<file path="config.mk">
export PLATFORM = sky130hd
export DESIGN_NAME = frame_rx
export DESIGN_NICKNAME = d
export VERILOG_FILES = /design/src/rtl/frame_pkg.sv /design/src/rtl/sync_2ff.sv /design/src/rtl/frame_rx.sv
export SDC_FILE = /design/constraint.sdc
export NUM_CORES = 1
export LEC_CHECK = 0
export CORE_ASPECT_RATIO = 0.9
export CORE_UTILIZATION = 50
export DETAILED_ROUTE_END_ITERATION = 8
export PLACE_DENSITY = 0.75
export SLEW_MARGIN = 20
export SYNTH_ARGS = -nofsm -noshare
export SYNTH_HDL_FRONTEND = slang
export SYNTH_SLANG_ARGS = --single-unit
</file>
<file path="constraint.sdc">
create_clock -name clk_in -period 2.6 [get_ports clk_in]
set_clock_uncertainty 0.05 [all_clocks]
set_input_delay 0.52 -clock clk_in [delete_from_list [all_inputs] [get_ports clk_in]]
set_output_delay 0.52 -clock clk_in [all_outputs]
set_load 0.005 [all_outputs]
</file>
<file path="src/rtl/frame_pkg.sv">
// Types and constants shared by the frame receiver and transmitter.
package frame_pkg;

  localparam int FRAME_DATA_LNGTH = 162;

  typedef enum logic [1:0] {
    IDLE  = 2'd0,
    START = 2'd1,
    DATA  = 2'd2,
    STOP  = 2'd3
  } rx_state_t;

endpackage

</file>
<file path="src/rtl/sync_2ff.sv">
// Two-flop synchronizer for one asynchronous bit.
// Latency: 2 cycles. No backpressure.
module sync_2ff (
  input  logic clk,
  input  logic rst,
  input  logic d,
  output logic q
);

  logic meta;

  always_ff @(posedge clk) begin
    if (rst) begin
      meta <= 1'b0;
      q    <= 1'b0;
    end else begin
      meta <= d;
      q    <= meta;
    end
  end

endmodule

</file>
<file path="src/rtl/frame_rx.sv">
// Serial frame receiver: start 0, DATA_LNGTH bits LSB first, stop 1; pulses valid_out one cycle after the stop sample.
// No backpressure. Define FRAME_RX_FRAMING_CHECK_EN to reject frames with a bad stop bit (error_out pulse).
module frame_rx
  import frame_pkg::*;
#(
  parameter int DIVISOR    = 10416,
  parameter int DATA_LNGTH = FRAME_DATA_LNGTH
) (
  input  logic                  clk_in,
  input  logic                  rst_in,
  input  logic                  data_in,
  output logic [DATA_LNGTH-1:0] val_out,
  output logic                  valid_out,
  output logic                  error_out,
  output logic                  busy_out
);

  localparam int IW = (DATA_LNGTH > 1) ? $clog2(DATA_LNGTH) : 1;
  localparam logic [IW-1:0] LAST_IDX = IW'(DATA_LNGTH - 1);

  logic                  line;
  logic                  line_prev;
  rx_state_t             state;
  logic [31:0]           cnt;
  logic [IW-1:0]         idx;
  logic [DATA_LNGTH-1:0] payload;

  sync_2ff u_sync (
    .clk (clk_in),
    .rst (rst_in),
    .d   (data_in),
    .q   (line)
  );

  always_ff @(posedge clk_in) begin
    if (rst_in) begin
      state     <= IDLE;
      cnt       <= '0;
      idx       <= '0;
      payload   <= '0;
      line_prev <= 1'b0;
      val_out   <= '0;
      valid_out <= 1'b0;
      error_out <= 1'b0;
      busy_out  <= 1'b0;
    end else begin
      line_prev <= line;
      valid_out <= 1'b0;
      error_out <= 1'b0;
      case (state)
        IDLE: begin
          // History resets to 0, so a line held low out of reset needs a rising edge first.
          if (line_prev && !line) begin
            state    <= START;
            cnt      <= 32'(DIVISOR / 2 - 1);
            busy_out <= 1'b1;
          end
        end
        START: begin
          if (cnt == 32'd0) begin
            if (!line) begin
              state <= DATA;
              cnt   <= 32'(DIVISOR - 1);
              idx   <= '0;
            end else begin
              state    <= IDLE;
              busy_out <= 1'b0;
            end
          end else begin
            cnt <= cnt - 32'd1;
          end
        end
        DATA: begin
          if (cnt == 32'd0) begin
            payload[idx] <= line;
            cnt          <= 32'(DIVISOR - 1);
            if (idx == LAST_IDX) begin
              state <= STOP;
            end else begin
              idx <= idx + 1'b1;
            end
          end else begin
            cnt <= cnt - 32'd1;
          end
        end
        STOP: begin
          if (cnt == 32'd0) begin
            state    <= IDLE;
            busy_out <= 1'b0;
`ifdef FRAME_RX_FRAMING_CHECK_EN
            if (line) begin
              val_out   <= payload;
              valid_out <= 1'b1;
            end else begin
              error_out <= 1'b1;
            end
`else
            val_out   <= payload;
            valid_out <= 1'b1;
`endif
          end else begin
            cnt <= cnt - 32'd1;
          end
        end
        default: begin
          state    <= IDLE;
          busy_out <= 1'b0;
        end
      endcase
    end
  end

endmodule

</file>
==> images/m3.png <==
Scale bar: 50 um.
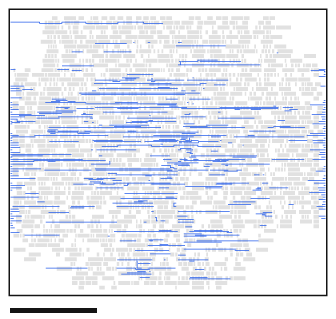
longest straight run: 69.5 um
main direction: horizontal
share of all routed wire: 9.7%
nets with wire on the layer: 270

==> images/m4.png <==
Scale bar: 50 um.
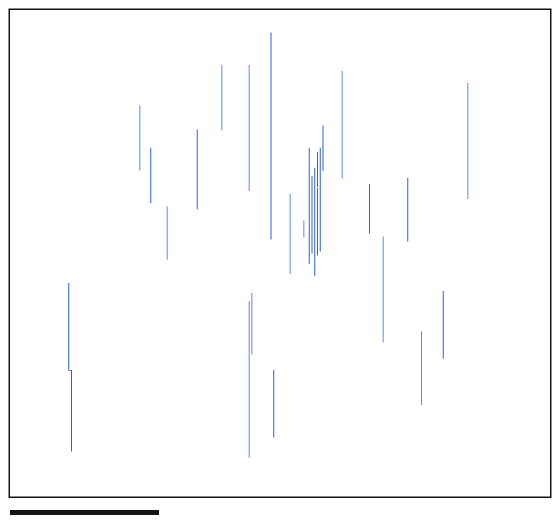
nets with wire on the layer: 21
main direction: vertical

==> run_results.csv <==
group,metric,value,unit
run_status,status,"complete, no violations",
setup_path,required,2.91,ns
yosys,synth.most_common_cell,"nand2_1",
yosys,synth_top_area_share,51.1,%
setup_path,cpLargestDelayFamily,"simple AND/OR/NAND/NOR gates",
setup_path,reg2reg_to,"payload[17]",
yosys,synth_cells,1836,
yosys,yosysChipArea,0.0145,mm^2
clocking,cts.repair.resized,1,
sta,relSlewSlack,39.4,%
sta,fin_ws,0.130,ns
clocking,cts.htree.levels,2,
setup_path,r2r_slack,0.13,ns
die,num_io_pins,168,
setup_path,startpoint,"cnt[20]",
die,die-width,182,um
setup_path,worstSetupEndpoint,"payload[17]",
yosys,edf_count,0,
clocking,path_clk_slew,0.06,ns
sta,rsz0062_at_grt,"false",
drt,viasPerCell,5.87,
yosys,top_cells_by_area,"dfxtp_1 (51%), nand2_1 (12%), a21oi_1 (7.7%)",
drt,drc,0,
sta,period_used_share,95.0,%
grt,antenna_found_initial,0,
yosys,syn_area,0.0145,mm^2
yosys,ys_seq_share,51.1,%
setup_path,worst-setup-path-type,"reg -> reg",
run,max-cap-violations,0,
==> images/m2.png <==
Scale bar: 50 um.
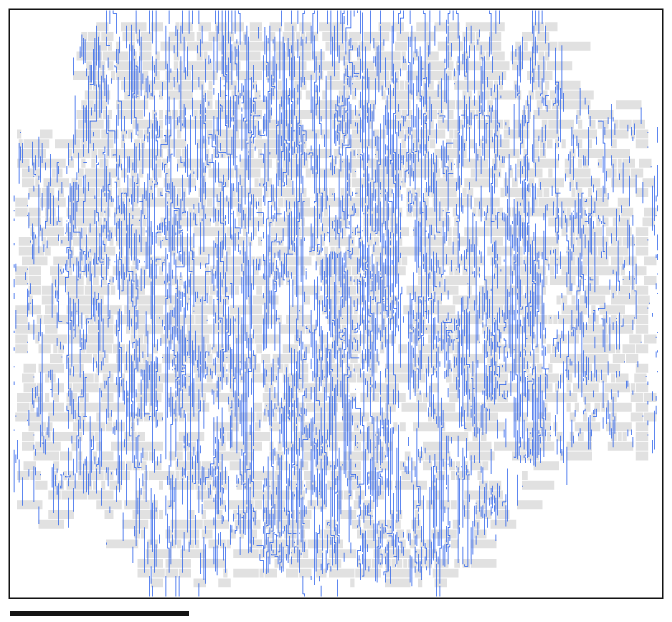
main direction: vertical
wire length on this layer: 18500 um
Vias: 13900
GRT met2 Usage: 41.9%
total wire length: 43300 um

==> power by group <==
| part | internal, uW | leakage (uW) | switching, uW | total (uW) |
|---|---|---|---|---|
| clock network | 3460 | 0.000649 | 2270 | 5740 |
| registers | 5770 | 0.00299 | 117 | 5890 |
| logic | 1150 | 0.00229 | 2180 | 3330 |
==> metrics by stage <==
| step | total power, uW | cells |
|---|---|---|
| final | 15000 | 2361 |
| after global routing | 15500 | 2361 |
| after CTS | 14900 | 2361 |
| after detailed placement | 9220 | 2292 |
| after global placement | 9180 | 2292 |
| after floorplan | 7890 | 1836 |
==> per-layer routing <==
layer / GRT usage (%) / wire length (um)
met1: 42.7 / 19900
met2: 41.9 / 18500
met3: 5.03 / 4190
met4: 7.05 / 780
met5: 0 / 0
Power is estimated from default activity; no workload was simulated.
